===== src/rtl/ysyx_24090012_regfile_wbq.sv =====
// Register file with a write-back queue in front of it.
// Reads forward from pending entries; retire updates rf and pc.
module ysyx_24090012_regfile_wbq #(
  parameter int          ADDR_WIDTH = 5,
  parameter int          DATA_WIDTH = 32,
  parameter int          NREG       = 16,
  parameter int          WB_DEPTH   = 1,
  parameter logic [31:0] RESET_PC   = 32'h3000_0000,
  localparam int         CW = $clog2(WB_DEPTH + 1)
) (
  input  logic                  clock,
  input  logic                  reset,
  input  logic                  rd_valid,
  output logic                  rd_ready,
  input  logic                  wen,
  input  logic [ADDR_WIDTH-1:0] waddr,
  input  logic [DATA_WIDTH-1:0] wdata,
  input  logic [31:0]           next_pc,
  input  logic                  commit_en,
  input  logic [ADDR_WIDTH-1:0] raddr1,
  input  logic [ADDR_WIDTH-1:0] raddr2,
  output logic [DATA_WIDTH-1:0] rdata1,
  output logic [DATA_WIDTH-1:0] rdata2,
  output logic [31:0]           pc,
  output logic [CW-1:0]         wb_count,
  output logic [31:0]           retire_cnt
);

  localparam int IW = $clog2(NREG);
  localparam int PW = (WB_DEPTH > 1) ? $clog2(WB_DEPTH) : 1;

  logic                  q_wen  [WB_DEPTH];
  logic [IW-1:0]         q_idx  [WB_DEPTH];
  logic [DATA_WIDTH-1:0] q_data [WB_DEPTH];
  logic [31:0]           q_pc   [WB_DEPTH];

  logic [DATA_WIDTH-1:0] rf [NREG];

  logic [PW-1:0] head;
  logic [PW-1:0] tail;
  logic [CW-1:0] count;
  logic          push;
  logic          pop;

  function automatic logic [PW-1:0] nxt(
    input logic [PW-1:0] p
  );
    if (p == PW'(WB_DEPTH - 1)) return '0;
    return p + 1'b1;
  endfunction

  assign rd_ready = (count < CW'(WB_DEPTH));
  assign wb_count = count;
  assign push     = rd_valid && rd_ready;
  assign pop      = commit_en && (count != '0);

  always_ff @(posedge clock) begin
    if (reset) begin
      head       <= '0;
      tail       <= '0;
      count      <= '0;
      pc         <= RESET_PC;
      retire_cnt <= '0;
      for (int i = 0; i < NREG; i++) begin
        rf[i] <= '0;
      end
    end else begin
      if (push) begin
        tail <= nxt(tail);
      end
      if (pop) begin
        head       <= nxt(head);
        pc         <= q_pc[head];
        retire_cnt <= retire_cnt + 32'd1;
        if (q_wen[head] && (q_idx[head] != '0)) begin
          rf[q_idx[head]] <= q_data[head];
        end
      end
      case ({push, pop})
        2'b10:   count <= count + 1'b1;
        2'b01:   count <= count - 1'b1;
        default: count <= count;
      endcase
    end
  end

  always_ff @(posedge clock) begin
    if (push) begin
      q_wen[tail]  <= wen;
      q_idx[tail]  <= waddr[IW-1:0];
      q_data[tail] <= wdata;
      q_pc[tail]   <= next_pc;
    end
  end

  function automatic logic [DATA_WIDTH-1:0] lookup(
    input logic [IW-1:0] ri
  );
    logic [DATA_WIDTH-1:0] r;
    int                    s;
    r = rf[ri];
    for (int i = 0; i < WB_DEPTH; i++) begin
      s = int'(head) + i;
      if (s >= WB_DEPTH) s = s - WB_DEPTH;
      if ((i < int'(count)) && q_wen[s]
          && (q_idx[s] == ri)) begin
        r = q_data[s];
      end
    end
    if (ri == '0) r = '0;
    return r;
  endfunction

  assign rdata1 = lookup(raddr1[IW-1:0]);
  assign rdata2 = lookup(raddr2[IW-1:0]);

  generate
    if (ADDR_WIDTH > IW) begin : g_hi
      logic unused_hi;
      assign unused_hi = ^{raddr1[ADDR_WIDTH-1:IW],
                           raddr2[ADDR_WIDTH-1:IW],
                           waddr[ADDR_WIDTH-1:IW]};
    end
  endgenerate

`ifndef SYNTHESIS
  function int get_reg_value(input int idx);
    return int'(rf[IW'(idx)]);
  endfunction
`endif

endmodule


===== config.mk =====
export PLATFORM = sky130hd
export DESIGN_NAME = ysyx_24090012_regfile_wbq
export DESIGN_NICKNAME = d
export VERILOG_FILES = /design/src/rtl/ysyx_24090012_regfile_wbq.sv
export SDC_FILE = /design/constraint.sdc
export NUM_CORES = 1
export LEC_CHECK = 0
export ABC_AREA = 1
export CORE_MARGIN = 2
export CORE_UTILIZATION = 40
export CTS_CLUSTER_SIZE = 28
export DETAILED_ROUTE_END_ITERATION = 16
export GPL_TIMING_DRIVEN = 0
export SYNTH_ARGS = -nofsm -noshare
export SYNTH_HDL_FRONTEND = slang
export SYNTH_SLANG_ARGS = --single-unit

===== constraint.sdc =====
create_clock -name clock -period 5.3 [get_ports clock]
set_input_delay 1.06 -clock clock [delete_from_list [all_inputs] [get_ports clock]]
set_output_delay 1.06 -clock clock [all_outputs]
set_load 0.02 [all_outputs]

**Routed metal, one colour a layer**

Only two layers are drawn.
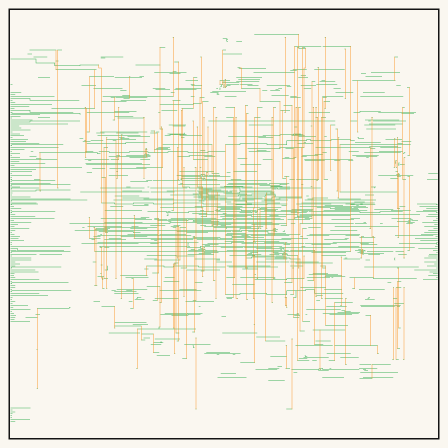
Green marks met3, wire length 12800 um. Orange marks met4, wire length 8510 um.
vias after detailed routing: 31.0k
post-detailed-route wirelength per cell: 22.4 um
All-Layer GR Usage: 28.7%

**Metal 4**

Supply wires on this layer in grey.
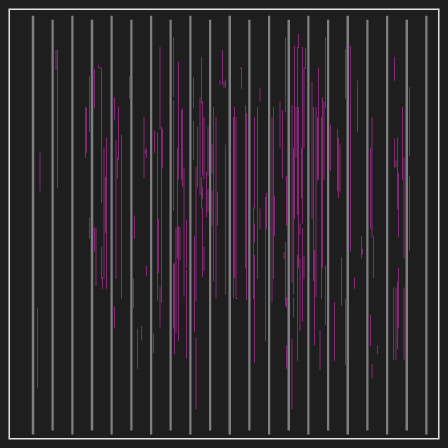
The layer holds 6.8% of the routed length. The longest straight run is 141 um. 121 nets have wire on it.
Total Wirelength: 126000 um

==> reports/summary.rpt <==
=================================================================================
Status ............................................................. complete, no violations
Number of buffer and inverter instances along the worst setup path .            3
Biggest register ...................................................           rf
Maximum buffer depth of the clock tree .............................            3
Largest net degree at the start of global routing ..................           33
Number of antenna violations at the first check in global routing ..            2
Count of warning messages emitted by the tools .....................           29
Vias in the first global route .....................................        29.8k
VDD IR max .........................................................     0.214 mV
Overall die area ...................................................   87200 um^2
Warnings from Yosys ................................................            0
Register bit count reported by yosys ...............................          646
Maximum Capacitance Violations .....................................            0
Number of primary I/O pins .........................................          214
FFs w/ async S/R, synth ............................................           0%
Total power ........................................................      12.8 mW
Dominant register cell in the synthesized netlist .................. sky130_fd_sc_hd__edfxtp_1
Destination of the worst hold path .................................       pc[28]
First-pass iteration count of the detailed router ..................            6
Max Clock Freq .....................................................      190 MHz
Final Core Density .................................................        48.0%
Timing endpoint of the critical path ...............................   rdata2[23]
Cells on Worst Hold Path ...........................................            2
Final instance area ................................................   40200 um^2
Skew final .........................................................    0.0228 ns
Startpoint of the worst hold path ..................................  q_pc[0][28]
Die boundary width .................................................       295 um
Share of the yosys chip area belonging to registers ................        55.3%
Total negative setup slack .........................................         0 ns
Worst slack on hold paths ..........................................     0.459 ns
Skew-Pair Late Insertion Delay .....................................      0.64 ns
Final-stage net count ..............................................         4525
Max-slew headroom ..................................................        30.7%
Slowest cell on crit path .......................................... sky130_fd_sc_hd__clkdlybuf4s50_1
Critical Path Start ................................................    raddr2[2]
Lkg Pwr ............................................................      16.6 nW
Mux frac, synth ....................................................           0%
Number of clock sinks seen by CTS ..................................          646
XOR-XNOR Cells, Area Fraction ......................................      0.0774%
Slew at the pin closest to its max-slew limit ......................      1.04 ns
Maximum single-stage delay on the critical path ....................      0.68 ns
Average footprint of a synthesized cell ............................    8.25 um^2
Most common cell after layout, fill and taps aside ................. sky130_fd_sc_hd__nor2_1
Area growth from synthesis to final layout .........................        18.6%
Worst EP required ..................................................      4.24 ns
=================================================================================
## metal layers
| layer | share of wire [%] | track usage [%] | wire [um] | vias up |
|---|---|---|---|---|
| li1 | - | - | - | 14200 |
| met1 | 39 | 36.6 | 49200 | 14700 |
| met2 | 44 | 44.2 | 55600 | 1760 |
| met3 | 10 | 6.49 | 12800 | 366 |
| met4 | 6.7 | 17.9 | 8510 | 2 |
| met5 | 0.014 | 0 | 18 | - |
## area by class of cell
type                            instances  area, um^2
Tap cell                             1134        1420
Buffer                                311        1480
Timing Repair Buffer                  216        2290
Multi-Input combinational cell       2851       12600
Clock buffer                          109        2140
Fill cell                            8297       43600
Inverter                              338        1270
Sequential cell                       646       18700
Antenna cell                            2        5.00
Clock inverter                         28         278
## synthesized netlist by cell type (10+ instances only)
master,n,share of area [%]
sky130_fd_sc_hd__nor2_1,984,11
sky130_fd_sc_hd__nand2_1,885,9.8
sky130_fd_sc_hd__edfxtp_1,581,51
sky130_fd_sc_hd__inv_1,335,3.7
sky130_fd_sc_hd__o21ai_0,288,4.2
sky130_fd_sc_hd__nand3_1,244,3.6
sky130_fd_sc_hd__o211ai_1,229,5.1
sky130_fd_sc_hd__buf_2,179,2.6
sky130_fd_sc_hd__a21oi_1,109,1.6
sky130_fd_sc_hd__clkbuf_1,104,1.2
sky130_fd_sc_hd__dfxtp_1,65,3.8
sky130_fd_sc_hd__o21ai_1,39,0.58
sky130_fd_sc_hd__buf_4,16,0.35
sky130_fd_sc_hd__buf_1,10,0.11
## where the power goes
part / switching, mW / internal (mW) / leakage (nW)
Combinational: 1.21 / 0.535 / 9.01
Sequential: 0.0945 / 5.75 / 6.43
Clock: 2.16 / 3.09 / 1.18
Total: 3.47 / 9.38 / 16.6
Power is estimated from default activity; no workload was simulated.
